m4.png
Drawn at 3 px/um. Supply wires on this layer in grey. Cells faint in the background.
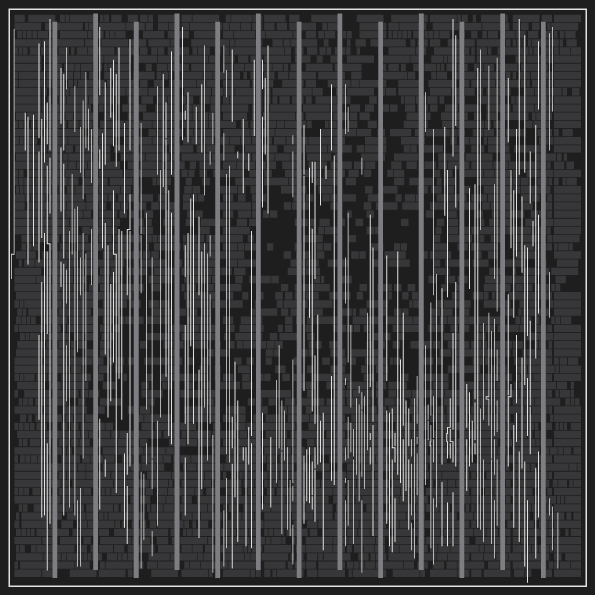
util_map.png
Drawn at 2 px/um. The die is cut into 19 by 19 equal tiles; white is low, dark blue is high, 0 to 100% covered.
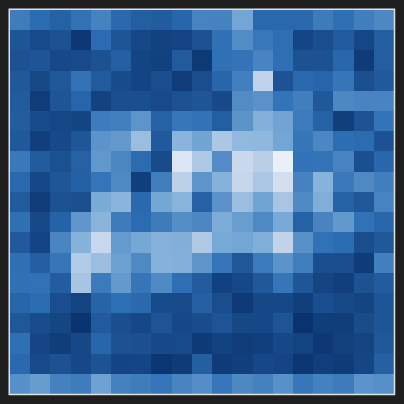
layers.png
Drawn at 2 px/um.
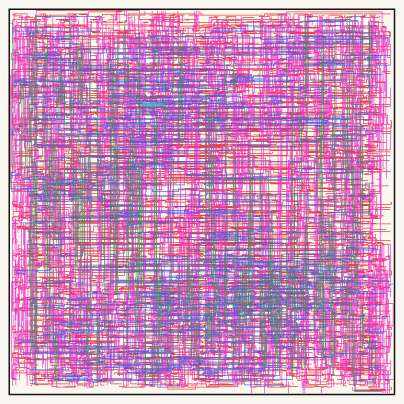
ff_map.png
Drawn at 2 px/um. Other sequential cells in the stronger grey, the rest of the logic in the fainter grey.
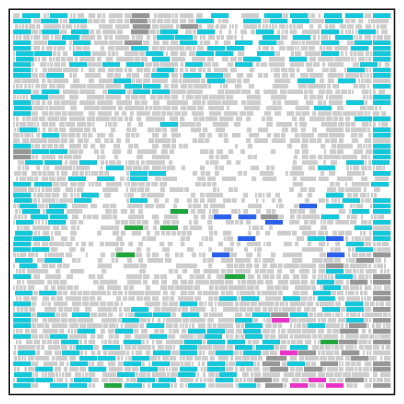
## src/rtl/spi_reg_responder.sv

```systemverilog
// SPI mode-0 register responder modelled on the MAX3421E access protocol.
// Holds a 32 x 8 register file that can be reached over SPI and from a local port.
// Every SPI input is oversampled in the Clk domain. No logic runs on SCLK.
module spi_reg_responder #(
  parameter int unsigned SYNC_STAGES = 2,
  parameter int unsigned STATUS_REG  = 25,
  parameter int unsigned IEN_REG     = 26
) (
  input  logic       Clk,
  input  logic       Reset_N,
  input  logic       SPI_CS_N,
  input  logic       SPI_SCLK,
  input  logic       SPI_MOSI,
  output logic       SPI_MISO,
  output logic       SPI_MISO_OE,
  output logic       IRQ,
  input  logic [4:0] LOC_ADDR,
  input  logic [7:0] LOC_WDATA,
  input  logic       LOC_WE,
  output logic [7:0] LOC_RDATA,
  output logic       WR_STROBE,
  output logic [4:0] WR_ADDR
);

  localparam logic [4:0] StatusIdx = 5'(STATUS_REG);
  localparam logic [4:0] IenIdx    = 5'(IEN_REG);

  typedef enum logic [1:0] {StIdle, StCmd, StData} state_e;

  // Synchronizer chains; the newest sample enters at bit 0.
  logic [SYNC_STAGES-1:0] cs_sync_q;
  logic [SYNC_STAGES-1:0] sclk_sync_q;
  logic [SYNC_STAGES-1:0] mosi_sync_q;
  logic                   cs_dly_q;
  logic                   sclk_dly_q;

  logic cs_s, sclk_s, mosi_s;
  logic cs_fall, cs_rise, sclk_rise, sclk_fall;

  state_e     state_q;
  logic [2:0] bit_cnt_q;
  logic [7:0] rx_q;
  logic [7:0] tx_q;
  logic [7:0] tx_next_q;
  logic       byte_done_q;   // next SCLK fall loads tx_next instead of shifting
  logic [4:0] addr_q;
  logic       dir_wr_q;
  logic       oe_q;
  logic       wr_strobe_q;
  logic [4:0] wr_addr_q;
  logic [7:0] loc_rdata_q;
  logic       irq_q;

  logic [7:0] regs_q [32];

  logic [7:0] rx_byte;
  logic       last_bit;
  logic       spi_commit;

  // Capture SPI inputs into the Clk domain and keep a delayed copy for edge detection
  always_ff @(posedge Clk or negedge Reset_N) begin
    if (!Reset_N) begin
      cs_sync_q   <= '1;
      sclk_sync_q <= '0;
      mosi_sync_q <= '0;
      cs_dly_q    <= 1'b1;
      sclk_dly_q  <= 1'b0;
    end else begin
      cs_sync_q   <= {cs_sync_q[SYNC_STAGES-2:0], SPI_CS_N};
      sclk_sync_q <= {sclk_sync_q[SYNC_STAGES-2:0], SPI_SCLK};
      mosi_sync_q <= {mosi_sync_q[SYNC_STAGES-2:0], SPI_MOSI};
      cs_dly_q    <= cs_sync_q[SYNC_STAGES-1];
      sclk_dly_q  <= sclk_sync_q[SYNC_STAGES-1];
    end
  end

  // Edge strobes and byte-completion decode
  always_comb begin
    cs_s      = cs_sync_q[SYNC_STAGES-1];
    sclk_s    = sclk_sync_q[SYNC_STAGES-1];
    mosi_s    = mosi_sync_q[SYNC_STAGES-1];
    cs_fall   = cs_dly_q & ~cs_s;
    cs_rise   = ~cs_dly_q & cs_s;
    sclk_rise = ~sclk_dly_q & sclk_s;
    sclk_fall = sclk_dly_q & ~sclk_s;
    rx_byte   = {rx_q[6:0], mosi_s};
    last_bit  = (bit_cnt_q == 3'd7);
    // A CS rise takes priority over everything, so a byte that ends together with CS is dropped
    spi_commit = (state_q == StData) & ~cs_rise & sclk_rise & last_bit & dir_wr_q;
  end

  // Transfer FSM: command decode, rx/tx shifters and the write strobe
  always_ff @(posedge Clk or negedge Reset_N) begin
    if (!Reset_N) begin
      state_q     <= StIdle;
      bit_cnt_q   <= '0;
      rx_q        <= '0;
      tx_q        <= '0;
      tx_next_q   <= '0;
      byte_done_q <= 1'b0;
      addr_q      <= '0;
      dir_wr_q    <= 1'b0;
      oe_q        <= 1'b0;
      wr_strobe_q <= 1'b0;
      wr_addr_q   <= '0;
    end else begin
      wr_strobe_q <= 1'b0;
      if (cs_rise) begin
        state_q     <= StIdle;
        oe_q        <= 1'b0;
        tx_q        <= '0;
        byte_done_q <= 1'b0;
        bit_cnt_q   <= '0;
      end else begin
        case (state_q)
          StIdle: begin
            if (cs_fall) begin
              state_q     <= StCmd;
              bit_cnt_q   <= '0;
              tx_q        <= regs_q[StatusIdx];
              byte_done_q <= 1'b0;
              oe_q        <= 1'b1;
            end
          end
          StCmd, StData: begin
            if (sclk_rise) begin
              rx_q      <= rx_byte;
              bit_cnt_q <= bit_cnt_q + 3'd1;
              if (last_bit) begin
                byte_done_q <= 1'b1;
                if (state_q == StCmd) begin
                  addr_q    <= rx_byte[7:3];
                  dir_wr_q  <= rx_byte[1];
                  tx_next_q <= rx_byte[1] ? 8'h00 : regs_q[rx_byte[7:3]];
                  state_q   <= StData;
                end else if (dir_wr_q) begin
                  wr_strobe_q <= 1'b1;
                  wr_addr_q   <= addr_q;
                end else begin
                  // Same address again: FIFO-style bursts, no auto-increment
                  tx_next_q <= regs_q[addr_q];
                end
              end
            end else if (sclk_fall) begin
              if (byte_done_q) begin
                tx_q        <= tx_next_q;
                byte_done_q <= 1'b0;
              end else begin
                tx_q <= {tx_q[6:0], 1'b0};
              end
            end
          end
          default: state_q <= StIdle;
        endcase
      end
    end
  end

  // Register file: a local write, overridden by an SPI commit to the same address
  always_ff @(posedge Clk or negedge Reset_N) begin
    if (!Reset_N) begin
      for (int i = 0; i < 32; i++) begin
        regs_q[i] <= '0;
      end
    end else begin
      if (LOC_WE) begin
        regs_q[LOC_ADDR] <= LOC_WDATA;
      end
      if (spi_commit) begin
        regs_q[addr_q] <= rx_byte;
      end
    end
  end

  // Registered local read port and interrupt level
  always_ff @(posedge Clk or negedge Reset_N) begin
    if (!Reset_N) begin
      loc_rdata_q <= '0;
      irq_q       <= 1'b0;
    end else begin
      loc_rdata_q <= regs_q[LOC_ADDR];
      irq_q       <= |(regs_q[StatusIdx] & regs_q[IenIdx]);
    end
  end

  assign SPI_MISO    = tx_q[7];
  assign SPI_MISO_OE = oe_q;
  assign IRQ         = irq_q;
  assign LOC_RDATA   = loc_rdata_q;
  assign WR_STROBE   = wr_strobe_q;
  assign WR_ADDR     = wr_addr_q;

endmodule

```

## config.mk

```make
export PLATFORM = sky130hd
export DESIGN_NAME = spi_reg_responder
export DESIGN_NICKNAME = d
export VERILOG_FILES = /design/src/rtl/spi_reg_responder.sv
export SDC_FILE = /design/constraint.sdc
export NUM_CORES = 1
export LEC_CHECK = 0
export CORE_UTILIZATION = 58
export CTS_CLUSTER_DIAMETER = 150
export DETAILED_ROUTE_END_ITERATION = 6
export PLACE_DENSITY = 0.78
export SLEW_MARGIN = 15
export SYNTH_ARGS = -nofsm -noshare
export SYNTH_HDL_FRONTEND = slang
export SYNTH_SLANG_ARGS = --single-unit
export TNS_END_PERCENT = 5
```

## constraint.sdc

```tcl
create_clock -name Clk -period 2.2 [get_ports Clk]
set_clock_uncertainty 0.15 [all_clocks]
set_input_delay 0.22 -clock Clk [delete_from_list [all_inputs] [get_ports Clk]]
set_output_delay 0.22 -clock Clk [all_outputs]
set_load 0.01 [all_outputs]
```

==> impl_metrics.tcl <==
# collected from the flow reports
set metrics [dict create \
    result_of_the_run "complete, but fails checks" \
    failed_checks "DRC, setup timing" \
    reg2reg_from "bit_cnt_q[1]$_DFFE_PN0P_" \
    hold_violations 0 \
    yosysChipArea_mm2 0.0209 \
    setup_repair_after_global_routing_missed_its_margin "yes" \
    ir_drop_mv 1.04 \
    worstSetupPathDepth 12 \
    cp.required_ps 2480 \
    clock.latency.late_pin_ps 570 \
    clk_transition_reported_paths_ps 60 \
    cts_setup_buffers 19 \
    max-clock-path-buffers 3 \
    finalWorstPathRequiredPeriod_ps 2540 \
    timing.critical_path.fanout_max 8 \
    grtUsageTotal_pct 52.6 \
    final_common_cell "sky130_fd_sc_hd__mux2i_1" \
    cts_num_sinks 315 \
    io_buffers 35 \
    synth_top_flop_cell "sky130_fd_sc_hd__dfrtp_1" \
    grt_pass1_wl_um 137000 \
    synth-cells-yosys 2039 \
    route.layer.met1.wl_um 33900 \
    setup.reg_to_reg.worst_slack_ps -340 \
    floorplan.nets 2065 \
    grt_most_used_layer "met2" \
    worstSetupPathType "flip-flop to flip-flop" \
    postLayoutCoreUtil_pct 78.9 \
    tritoncts "done" \
    firstDrtPassIters 7 \
    finalWeightedCongestion 1.11 \
    routed_wl_um 99500 \
    seq_area_frac_synth_pct 37.7 \
    place_ws_ps -535 \
    grt_max_degree 55 \
    layout.cells.most_common_list "sky130_fd_sc_hd__mux2i_1, sky130_fd_sc_hd__dfrtp_1, sky130_fd_sc_hd__buf_4" \
    yosys-mux-area-fraction_pct 33.1 \
    logic_family "multiplexers" \
    synth_flops 315 \
    die_height_um 192 \
    worst_setup_path_start_kind "flip-flop" \
    setup_total_negative_slack_ps -36850 \
    ctsHtreeMaxLevel 2 \
    grt-ovfl-total 0 \
    final_layout_size_suffix_gt1_share_pct 35.6 \
    netlist_instances 2039 \
    place.detailed.instances 2726 \
    fin_total_pwr_w 0.0252 \
    period_used_pct 116 \
    maxCapViolCount 0 \
    crit_path_end_kind "flip-flop" \
    slew_headroom_pct 32.3 \
    postRouteAntennaNets 0 \
    edff_count_synth 0 \
    coreArea_mm2 0.0355 \
    cp_slowest_cell "sky130_fd_sc_hd__dfrtp_1" \
    via_count_of_the_first_global_routing_pass 20100 \
    fp_util_pct 58.9 \
    postSynthAreaPerCell_um2 10.3 \
    post_drt_wl_per_cell_um 35.0 \
    io_pins 36 \
    kind_of_path_behind_the_tightest_hold_check "input port to async pin" \
    use_met3_pct 18.7 \
    cts_hold_buf 4 \
    wl_met3_um 14600 \
    cp_cell_sequence "ha_2 -> ha_4 -> inv_2 -> or2_4 -> nor4_4 -> buf_6 -> buf_12 -> buf_12 -> nand3_4 -> buf_12 -> nor2_4 -> a21oi_1" \
    sum_of_met2_wire_segment_lengths_after_detailed_routing_um 41600 \
    synthesized_area_fraction_occupied_by_and_or_nand_nor_cells_pct 10.5 \
    post_cts.resized_instances 142 \
    finish.net_count 2374 \
    grt_use_met2_pct 78.1 \
    top_cell_by_count_worst_path "sky130_fd_sc_hd__buf_12" \
    die_area_mm2 0.0368 \
    critical_path.n_buffers_inverters 5 \
    cts_buffers 35 \
    via_per_inst 7.39 \
    final_cell_count_no_fill 2840 \
    post_synth_instance_area_mm2 0.0209 \
    post_synth_num_cell_types 55 \
    crit_start "bit_cnt_q[1]$_DFFE_PN0P_" \
    cts_root_buf "sky130_fd_sc_hd__clkbuf_16" \
    top_layer "met5" \
    first_iter_violations 3068 \
    antenna_violations_before_repair 3 \
    max_clock_freq_mhz 393 \
    drc_errors 10 \
    dr_total_vias 21000 \
    post_synth_xor_area_fraction_pct 0 \
    yosys_warnings 0 \
    compound_area_share_pct 13.5 \
    timing.critical_path.arrival_ps 2830 \
    share_of_flip_flops_with_an_asynchronous_set_or_reset_pct 100 \
    pwr_density_cell_mw_per_mm2 901 \
    core.rowCount 69 \
    cp-endpoint "regs_q[238]$_DFF_PN0_" \
    tool_warnings 32 \
    setup_viol 253 \
    finalWorstSetupSlack_ps -345 \
    worstReg2RegEnd "regs_q[238]$_DFF_PN0_" \
]
## Picture notes: m4.png
main direction = vertical
nets with wire on the layer = 211
share of all routed wire = 9.4%

## Picture notes: util_map.png
emptiest ninth of the die = middle
fullest tile = 99%
mean over tiles = 75%
tiles over 75% full = 56%

## Picture notes: layers.png
M4 -> green  # wire length 9,390 um
M5 -> cyan  # wire length 9.20 um
M3 -> blue  # wire length 14,600 um
M2 -> magenta  # wire length 41.6 mm
M1 -> red  # wire length 33.9 mm

## Picture notes: ff_map.png
`WR_ADDR` -> magenta  # sequential cells 5, where bottom right
`rx_q` -> green  # sequential cells 7
`regs_q` -> cyan  # sequential cells 256, where widely spread
`tx_next_q` -> blue  # sequential cells 8

==> area by class of cell <==
class / instances / area, um2
fill: 2028 / 7470
tap: 461 / 577
clock buffer: 50 / 1010
timing repair buffer: 464 / 4970
clock inverter: 13 / 174
sequential: 315 / 7900
inverter: 9 / 33.8
antenna: 5 / 12.5
multi-input combinational: 1523 / 13300
==> where the power goes <==
part	leakage, nW	switching (W)	internal [W]
sequential	3.40	0.00174	0.00688
clock	0.580	0.00261	0.00369
combinational	6.77	0.00579	0.00453
==> cell usage after synthesis (18+ instances only) <==
cell	instances	area (um2)
sky130_fd_sc_hd__o22ai_1	73	457
sky130_fd_sc_hd__mux2i_1	491	4910
sky130_fd_sc_hd__dfrtp_1	312	7810
sky130_fd_sc_hd__buf_2	53	265
sky130_fd_sc_hd__mux2_2	18	203
sky130_fd_sc_hd__nor4_1	20	125
sky130_fd_sc_hd__nor2_2	21	131
sky130_fd_sc_hd__nand2_1	171	642
sky130_fd_sc_hd__a21oi_1	142	711
sky130_fd_sc_hd__o21ai_0	114	571
sky130_fd_sc_hd__mux4_2	80	1800
sky130_fd_sc_hd__a22oi_1	52	390
sky130_fd_sc_hd__o21ai_1	26	130
sky130_fd_sc_hd__nor2_1	144	541
sky130_fd_sc_hd__clkbuf_1	104	390
==> registers in the layout, indices dropped and copies added, names as in the netlist <==
register,count
regs_q,256
LOC_RDATA,8
tx_next_q,8
tx_q,8
rx_q,7
WR_ADDR,5
addr_q,5
bit_cnt_q,3
cs_sync_q,2
mosi_sync_q,2
sclk_sync_q,2
state_q,2
IRQ,1
SPI_MISO_OE,1
WR_STROBE,1
byte_done_q,1
cs_dly_q,1
dir_wr_q,1
sclk_dly_q,1
Power is estimated from default activity; no workload was simulated.
